### Clock routing, run 1

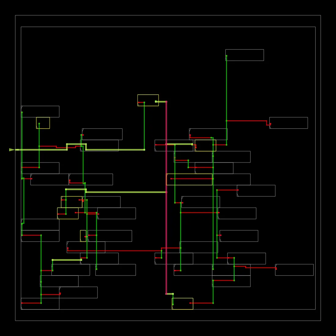
### I/O nets highlighted, run 1

Drawn at 6 px/micron.
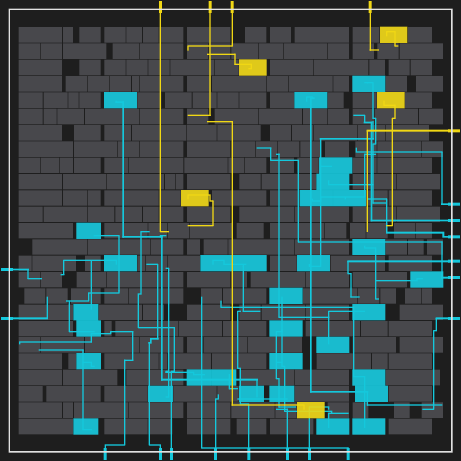
### Signal wires by layer, run 1

Drawn at 4 px/micron.
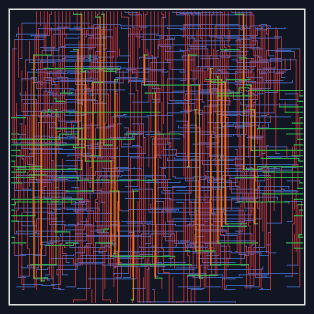
### Gate families picked out, run 1

Drawn at 4 px/micron.
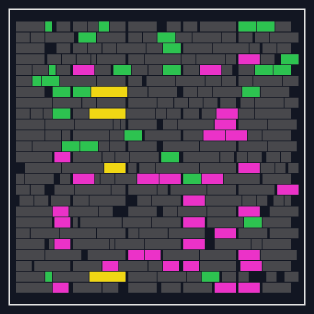
### config.mk
export PLATFORM = sky130hd
export DESIGN_NAME = mem_arbiter
export DESIGN_NICKNAME = d
export VERILOG_FILES = /design/src/rtl/k_and_s_pkg.sv /design/src/rtl/mem_arb_rr_pick.sv /design/src/rtl/mem_arbiter.sv
export SDC_FILE = /design/constraint.sdc
export NUM_CORES = 1
export LEC_CHECK = 0
export CAP_MARGIN = 0
export CORE_UTILIZATION = 36
export DETAILED_ROUTE_END_ITERATION = 12
export PLACE_DENSITY = 0.87
export SLEW_MARGIN = 20
export SYNTH_ARGS = -nofsm -noshare
export SYNTH_HDL_FRONTEND = slang
export SYNTH_SLANG_ARGS = --single-unit
### constraint.sdc
create_clock -name clk -period 1.82 [get_ports clk]
set_input_delay 0.455 -clock clk [delete_from_list [all_inputs] [get_ports clk]]
set_output_delay 0.455 -clock clk [all_outputs]
set_load 0.1 [all_outputs]
### src/rtl/k_and_s_pkg.sv
// Shared K&S types and constants used by the data-RAM arbiter.
package k_and_s_pkg;

    localparam int MEM_ADDR_W = 5;
    localparam int MEM_DATA_W = 16;

    typedef enum logic [1:0] {
        ARB_IDLE = 2'd0,
        ARB_CORE = 2'd1,
        ARB_LOAD = 2'd2
    } mem_arb_state_t;

    typedef enum logic {
        PORT_CORE = 1'b0,
        PORT_LOAD = 1'b1
    } port_id_t;

endpackage

### src/rtl/mem_arb_rr_pick.sv
// Two-way requester pick with per-port mask; round-robin by default,
// loader-wins fixed priority when MEM_ARB_FIXED_PRIO_EN is defined.
module mem_arb_rr_pick
    import k_and_s_pkg::*;
(
`ifndef MEM_ARB_FIXED_PRIO_EN
    input  logic clk,
    input  logic rst_n,
`endif
    input  logic c_req_i,
    input  logic l_req_i,
    input  logic c_mask_i,
    input  logic l_mask_i,
    output logic c_pick_o,
    output logic l_pick_o
);

    logic c_eff;
    logic l_eff;

    assign c_eff = c_req_i & ~c_mask_i;
    assign l_eff = l_req_i & ~l_mask_i;

`ifdef MEM_ARB_FIXED_PRIO_EN
    assign l_pick_o = l_eff;
    assign c_pick_o = c_eff & ~l_eff;
`else
    port_id_t last_q;
    port_id_t last_d;

    // On a tie the port that was not served most recently wins.
    always_comb begin
        c_pick_o = c_eff;
        l_pick_o = l_eff;
        if (c_eff && l_eff) begin
            c_pick_o = (last_q == PORT_LOAD);
            l_pick_o = (last_q == PORT_CORE);
        end
    end

    always_comb begin
        last_d = last_q;
        if (c_pick_o) begin
            last_d = PORT_CORE;
        end else if (l_pick_o) begin
            last_d = PORT_LOAD;
        end
    end

    always_ff @(posedge clk or negedge rst_n) begin
        if (!rst_n) begin
            last_q <= PORT_LOAD;
        end else begin
            last_q <= last_d;
        end
    end
`endif

endmodule

### src/rtl/mem_arbiter.sv
// Arbitrates the single-port data RAM between the core (C) and loader (L) ports.
// Build option: MEM_ARB_FIXED_PRIO_EN selects loader-priority instead of round-robin.
module mem_arbiter
    import k_and_s_pkg::*;
#(
    parameter int ADDR_W = MEM_ADDR_W,
    parameter int DATA_W = MEM_DATA_W
) (
    input  logic              clk,
    input  logic              rst_n,
    input  logic              c_req,
    input  logic              c_we,
    input  logic [ADDR_W-1:0] c_addr,
    input  logic [DATA_W-1:0] c_wdata,
    output logic              c_gnt,
    output logic              c_rvalid,
    output logic [DATA_W-1:0] c_rdata,
    input  logic              l_req,
    input  logic              l_we,
    input  logic [ADDR_W-1:0] l_addr,
    input  logic [DATA_W-1:0] l_wdata,
    output logic              l_gnt,
    output logic              l_rvalid,
    output logic [DATA_W-1:0] l_rdata,
    output logic [ADDR_W-1:0] ram_addr,
    output logic [DATA_W-1:0] ram_wdata,
    output logic              ram_we,
    input  logic [DATA_W-1:0] ram_rdata,
    output logic              busy
);

    mem_arb_state_t    state_q;
    mem_arb_state_t    state_d;
    logic              c_pick;
    logic              l_pick;
    logic              c_rvalid_q;
    logic              l_rvalid_q;
    logic [DATA_W-1:0] c_rdata_q;
    logic [DATA_W-1:0] l_rdata_q;

    // The port granted this cycle is masked so a lone requester cannot hog the RAM.
    mem_arb_rr_pick u_pick (
`ifndef MEM_ARB_FIXED_PRIO_EN
        .clk      (clk),
        .rst_n    (rst_n),
`endif
        .c_req_i  (c_req),
        .l_req_i  (l_req),
        .c_mask_i (state_q == ARB_CORE),
        .l_mask_i (state_q == ARB_LOAD),
        .c_pick_o (c_pick),
        .l_pick_o (l_pick)
    );

    always_ff @(posedge clk or negedge rst_n) begin
        if (!rst_n) begin
            state_q <= ARB_IDLE;
        end else begin
            state_q <= state_d;
        end
    end

    always_comb begin
        state_d = ARB_IDLE;
        if (c_pick) begin
            state_d = ARB_CORE;
        end else if (l_pick) begin
            state_d = ARB_LOAD;
        end
    end

    always_comb begin
        c_gnt     = 1'b0;
        l_gnt     = 1'b0;
        ram_addr  = '0;
        ram_wdata = '0;
        ram_we    = 1'b0;
        case (state_q)
            ARB_CORE: begin
                c_gnt     = 1'b1;
                ram_addr  = c_addr;
                ram_wdata = c_wdata;
                ram_we    = c_we;
            end
            ARB_LOAD: begin
                l_gnt     = 1'b1;
                ram_addr  = l_addr;
                ram_wdata = l_wdata;
                ram_we    = l_we;
            end
            default: ;
        endcase
    end

    assign busy = c_gnt | l_gnt;

    always_ff @(posedge clk or negedge rst_n) begin
        if (!rst_n) begin
            c_rvalid_q <= 1'b0;
            l_rvalid_q <= 1'b0;
            c_rdata_q  <= '0;
            l_rdata_q  <= '0;
        end else begin
            c_rvalid_q <= c_gnt & ~c_we;
            l_rvalid_q <= l_gnt & ~l_we;
            if (c_rvalid_q) begin
                c_rdata_q <= ram_rdata;
            end
            if (l_rvalid_q) begin
                l_rdata_q <= ram_rdata;
            end
        end
    end

    // RAM data arrives in the rvalid cycle; pass it through then, hold it afterwards.
    assign c_rvalid = c_rvalid_q;
    assign l_rvalid = l_rvalid_q;
    assign c_rdata  = c_rvalid_q ? ram_rdata : c_rdata_q;
    assign l_rdata  = l_rvalid_q ? ram_rdata : l_rdata_q;

endmodule

==> out/metrics.cfg, run 1 <==
[floorplanning]
die_h_microns=73.5
initCoreUtil=0.382
design.core.area_sq_um=4820
die_x_microns=73.5
row_count=25

[timing]
layout_setup_ws_ps=-372
finalCritPeriodShare=1.20
hold_viol_final=0
skew_ps=17.0
setup_viol=56
fmax_ghz=0.456
worst_pin_slew_ps=661
whs_ps=165
slew_headroom=0.560
report.final.slew_viol_count=0
grt_setup_unrepaired=yes

[setup_path]
timing.rr.end=state_q[1]$_DFF_PN0_
worst_r2r_path_depth=5
end_kind=output pin
critical_path_class=reg2out
cp_cell_sequence=buf_6 -> ha_4 -> buf_12 -> a22oi_2 -> nor2_4 -> buf_12
slowest_delay_ps=400
r2r_slack_ps=80
critPathArrivalTime_ps=1740
start_kind=flip-flop
crit_top_cell=buf_12

[synthesis]
yosys-stat-cells=144
netlist_area_sq_um=1840
yosysMostFrequentCell=dfrtp_1
top_cells_by_count=dfrtp_1 (36), nor2_1 (24), a22oi_1 (23), mux2_4 (20), mux2_2 (12)
synth_cells=144
ys_area_sq_um=1840
synth-edff-count=0
synth_seq_share=0.504
synth.distinct_cells=20
syn_area_per_cell_sq_um=12.8
yosys.area.top_type=dfrtp_1

[final_layout]
final_util=0.952
nFillCells=109
stdcell_area_sq_um=4590
n_antenna_cell=0
mostFrequentLayoutCell=buf_12
drive_above_1_share=0.633

[pwr]
clk-power_w=0.000748
p_switching_w=0.00508
power.internal_w=0.00435
finalPower_w=0.00943
seqPwrFrac=0.145
pg_seq_w=0.00136

[placement]
place.gp.congestion=0.729
place_ws_ps=-52.8
dp_cells=330

[drt]
dr.pass1.iters=4
vias_per_cell=5.55
drtIter0Drc=118
drt-total-wl_microns=10600
vias=2038
wl_per_cell_microns=28.9
drc=0

[min_path]
hold_class=in2async

[grt]
grt_pass1_vias=1971
grt_pass1_wl_microns=10800
grt_start_max_net_pins=30
track_usage=0.275
antenna_found_initial=0

[job]
warnings=33

[outcome]
violations=setup timing
status=complete, but fails checks

About 'Clock routing':
CLK BUF: 6
Flops: 37

About 'I/O nets highlighted':
| colour | port | bits | direction | end cells | buffers | wire |
|---|---|---|---|---|---|---|
| yellow | c_addr | 5 | input | 5 | 5 | 228 microns |
| cyan | ram_rdata | 16 | input | 32 | 16 | 958 microns |
IO Count: 123
number of port buffers: 122

About 'Signal wires by layer':
| colour | layer | wire length |
|---|---|---|
| orange | met4 | 841 microns |
| red | met2 | 5720 microns |
| blue | met1 | 3430 microns |
| green | met3 | 613 microns |

About 'Gate families picked out':
| colour | family | cells |
|---|---|---|
| magenta | multiplexers | 32 |
| yellow | adder and majority cells | 4 |
| green | inverting AOI/OAI gates | 27 |

run 1: kinds of logic after synthesis:
family                   after synthesis  share of synthesized area
flip-flops                            37                      0.504
buffers and inverters                 16                     0.0653
AND/OR/NAND/NOR                       28                     0.0619
adder cells (fa/ha/maj)                4                     0.0272
AND-OR/OR-AND                         27                      0.105
multiplexers                          32                      0.237
run 1: repair_timing:
action	CTS	global route
hold buffers	0	0
resized	19	6
endpoints found under the setup margin	55	57
setup buffers	13	13
cloned	1	4
pin swaps	3	8
run 1: state kept, by name, summed over array words and instances, names as in the netlist:
register	cells
l_rvalid	1
u_pick.last_q	1
c_rvalid	1
state_q	2
c_rdata_q	16
l_rdata_q	16
run 1: layer usage:
layer / vias to the layer above / track usage / wire (microns) / share of wire
met5: - / 0 / 0 / 0
met4: 0 / 0.0748 / 840 / 0.079
met3: 52 / 0.0604 / 612 / 0.058
met2: 137 / 0.529 / 5720 / 0.54
met1: 1032 / 0.300 / 3430 / 0.32
li1: 817 / - / - / -
run 1: area by class of cell:
cell class | instances | area, sq um | share of cell area
clock buffers | 6 | 72.6 | 0.0158
clock inverters | 2 | 38.8 | 0.00846
inverters | 5 | 25.0 | 0.00546
multi-input cells | 91 | 1120 | 0.243
flip-flops and latches | 37 | 936 | 0.204
well taps | 67 | 83.8 | 0.0183
repair buffers | 159 | 2310 | 0.505
run 1: worst max-delay path: cells and delay by family (launching register included):
family | cells | cell delay [ps]
compound gates | 1 | 300
fa+ha+maj | 1 | 180
buf+inv | 3 | 470
flops | 1 | 400
simple gates | 1 | 80
### Sequential cells coloured by netlist name, run 1

Drawn at 4 px/micron. Other sequential cells in the stronger grey, the rest of the logic in the fainter grey.
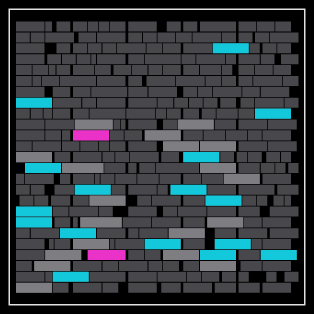

==> run 2: changes to the inputs <==
--- a/config.mk
+++ b/config.mk
@@ -9,7 +9,8 @@
 export CORE_UTILIZATION = 36
 export DETAILED_ROUTE_END_ITERATION = 12
 export PLACE_DENSITY = 0.87
-export SLEW_MARGIN = 20
+export REMOVE_ABC_BUFFERS = 1
+export SLEW_MARGIN = 10
 export SYNTH_ARGS = -nofsm -noshare
 export SYNTH_HDL_FRONTEND = slang
 export SYNTH_SLANG_ARGS = --single-unit
### Sequential cells coloured by netlist name, run 2

Drawn at 4 px/micron. Other sequential cells in the stronger grey, the rest of the logic in the fainter grey.
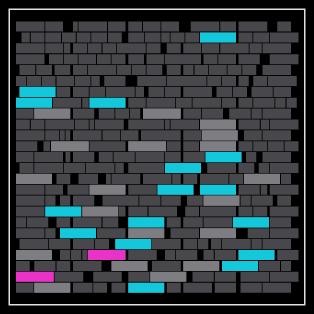
| colour | name in the netlist | flops |
|---|---|---|
| cyan | c_rdata_q | 16 |
| magenta | state_q | 2 |
not coloured: 19
Seq/total area: 0.205
Core Util, Final: 0.942

==> run 2 against run 1 <==
Against the previous run: the flow still finishes with violations (setup timing); combinational power is 0.5% higher; synthesized area stayed put; first-iteration DRC count is 18% lower; flip-flop count stayed put; register-to-register slack better by 60 ps; clock power is 21% lower; sequential share of layout area is 0.14 points higher; clock-buffer cell count is 2 higher; critical endpoint is now ram_wdata[8]; largest cell class unchanged.
==> out/metrics.cfg, run 2 <==
[outcome]
status=complete, but fails checks
violations=setup timing

[synthesis]
ys_area_sq_um=1840  ; unchanged
top_cells_by_count=dfrtp_1 (36), nor2_1 (24), a22oi_1 (23), mux2_4 (20), mux2_2 (12)
synth-edff-count=0  ; unchanged
yosysMostFrequentCell=dfrtp_1
syn_area_per_cell_sq_um=12.8  ; unchanged
synth.distinct_cells=20  ; unchanged
yosys.area.top_type=dfrtp_1
synth_cells=144  ; unchanged
synth_seq_share=0.504  ; unchanged
flop_cell=dfrtp_1
top_area_frac=0.489
synthTopCellsByArea=dfrtp_1 (49%), mux2_4 (16%), a22oi_1 (9.4%), mux2_2 (7.3%), nor2_1 (4.9%)
synthArstFlopShare=1.00
synth_flops=37
yosys_warnings=0
yosys-stat-cells=144  ; unchanged
netlist_area_sq_um=1840  ; unchanged

[timing]
grt_setup_unrepaired=yes
worst_pin_slew_ps=590  ; -70.4 ps
finalSetupTns_ps=-10270
skew_ps=10.9  ; -6.08 ps
whs_ps=156  ; -8.99 ps
setup_viol=57  ; +1.8%
report.final.slew_viol_count=0  ; unchanged
hold_viol_final=0  ; unchanged
layout_setup_ws_ps=-436  ; -64.4 ps
finalCritPeriodShare=1.24  ; +0.0354
fmax_ghz=0.443  ; -2.9%
slew_headroom=0.607  ; +0.0469
min_period_ps=2260

[drt]
drc=0  ; unchanged
vias_per_cell=5.63  ; +1.4%
wl_per_cell_microns=29.9  ; +3.4%
drtIter0Drc=97  ; -18%
ant_nets=0
dr.pass1.iters=4  ; unchanged

[floorplanning]
initCoreUtil=0.382  ; unchanged
die_h_microns=73.5  ; unchanged
row_count=25  ; unchanged
ioPinCount=123  ; unchanged
die_area_sq_um=5400
die_x_microns=73.5  ; unchanged
design.core.area_sq_um=4820  ; unchanged

[placement]
place_ws_ps=-83.7  ; -31.0 ps
post-dp-hpwl_microns=4320
post_dp_cell_area_sq_um=3740
port_buffers=122  ; unchanged
place.gp.congestion=0.795  ; +9.1%
dp_cells=330  ; unchanged

[clock_network]
clockBufferDepth=2
cts_buffers=5
hold_buffers=0  ; unchanged
path_clk_slew_ps=90
cts.sinks=37
cts-root-buf=clkbuf_8
cts_max_level=2
cts_tree=done
clock_latency_ps=290

[final_layout]
final_cell_mix=buf_12 (64), clkdlybuf4s50_1 (62), mux2_4 (32), dfrtp_1 (32)
reg_top3=c_rdata_q x16, l_rdata_q x16, state_q x2
final_nets=368
drive_above_1_share=0.631  ; -0.00210
layout.cells.non_filler=368
regArea_sq_um=932  ; -0.40%
mostFrequentLayoutCell=buf_12
n_antenna_cell=0  ; unchanged
nFillCells=126  ; +16%
combGateArea_sq_um=1140  ; +2.2%
area_growth_pct=146
stdcell_area_sq_um=4540  ; -1.1%

[grt]
grt-ovfl-total=0
antenna_found_initial=0  ; unchanged
grt_pass1_vias=2131  ; +8.1%
grt_pass1_wl_microns=12200  ; +13%
grt_start_max_net_pins=25  ; -17%

[min_path]
hold_class=in2async

[setup_path]
worst_r2r_path_depth=5  ; unchanged
critPathMaxFanout=13
end_kind=output pin
slowest_delay_ps=490  ; +90 ps
timing.rr.end=u_pick.last_q$_DFFE_PN1P_
r2r_slack_ps=140  ; +60 ps
start_kind=flip-flop
critical_path_class=reg2out
cpLargestDelayFamily=flip-flops
critPathArrivalTime_ps=1800  ; +60 ps
critical_path.slowest_cell=dfrtp_2
path_buffers=3  ; unchanged
r2r-start=state_q[1]$_DFF_PN0_
cp.required_ps=1360
cp_cell_sequence=inv_2 -> ha_4 -> buf_8 -> a22oi_2 -> nor2_4 -> buf_12

[pwr]
comb_power_share=0.790
p_clk_frac=0.064
powerDensity_nw_per_um2=2050
p_switching_w=0.00506  ; -0.37%
max-vdd-ir-drop_mv=1.94
finalPower_w=0.00931  ; -1.2%
p_leak_nw=1.88
power.internal_w=0.00426  ; -2.2%
seqPwrFrac=0.146  ; about the same
switching_share=0.543

[job]
maxCapViolCount=0
warnings=30  ; -9.1%

### Signal wires by layer, run 2

Drawn at 4 px/micron.
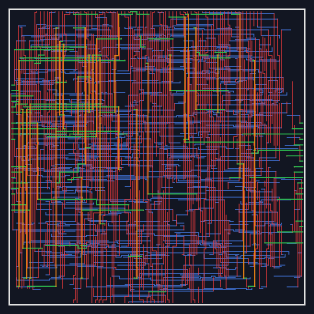
| colour | layer | wire length |
|---|---|---|
| red | met2 | 5910 microns |
| orange | met4 | 815 microns |
| green | met3 | 554 microns |
| blue | met1 | 3710 microns |
GRT Resource Usage Total: 0.324
Vias: 2073
DRT Wirelength: 11000 microns

==> run 2: worst max-delay path by stage <==
stage | endpoint | slack (ps) | from | cells after the start
floorplan | ram_addr[0] | -1760 | state_q[0]$_DFF_PN0_ | 4
global placement | ram_we | -30 | c_we | 4
detailed placement | ram_wdata[7] | -80 | l_wdata[7] | 4
CTS | ram_addr[1] | -250 | state_q[0]$_DFF_PN0_ | 6
global route | ram_wdata[12] | -420 | state_q[1]$_DFF_PN0_ | 6
finish | ram_wdata[8] | -440 | state_q[1]$_DFF_PN0_ | 6
==> run 2: layout make-up <==
cell class,instances,area share
Multi-Input combinational cell,91,0.252
Sequential cell,37,0.205
Inverter,5,0.00579
Tap cell,67,0.0185
Timing Repair Buffer,160,0.501
Clock buffer,8,0.0177
==> run 2: power groups by stage <==
stage	combinational, W	sequential, W	clock (W)
final	0.00736	0.00136	0.000594
after floorplan	0.00395	0.00131	0
after detailed placement	0.00633	0.00129	0
after global routing	0.00746	0.00137	0.000638
after CTS	0.00690	0.00130	0.000553
after global placement	0.00626	0.00126	0
==> run 2: per-layer routing <==
layer  global-route usage  wire length, microns  vias to the layer above
met3               0.0727                   554                       59
li1                     -                     -                      822
met2                0.600                  5910                      125
met1                0.344                  3710                     1067
met5                    0                     0                        -
met4                0.152                   814                        0
==> run 2: cells by family after synthesis <==
kind of cell,count (synthesis),synth area share
and+or+nand+nor,28,0.0619
buffers and inverters,16,0.0653
AOI/OAI and AO/OA,27,0.105
muxes,32,0.237
adders and majority gates,4,0.0272
DFF,37,0.504
==> run 2: timing repair <==
item,in CTS,in global routing
gates resized,86,20
gates cloned,7,2
pin swaps,8,10
buffers inserted,13,14
setup endpoints to repair,51,57
No activity file was given, so power comes from the tool's default toggle rates.
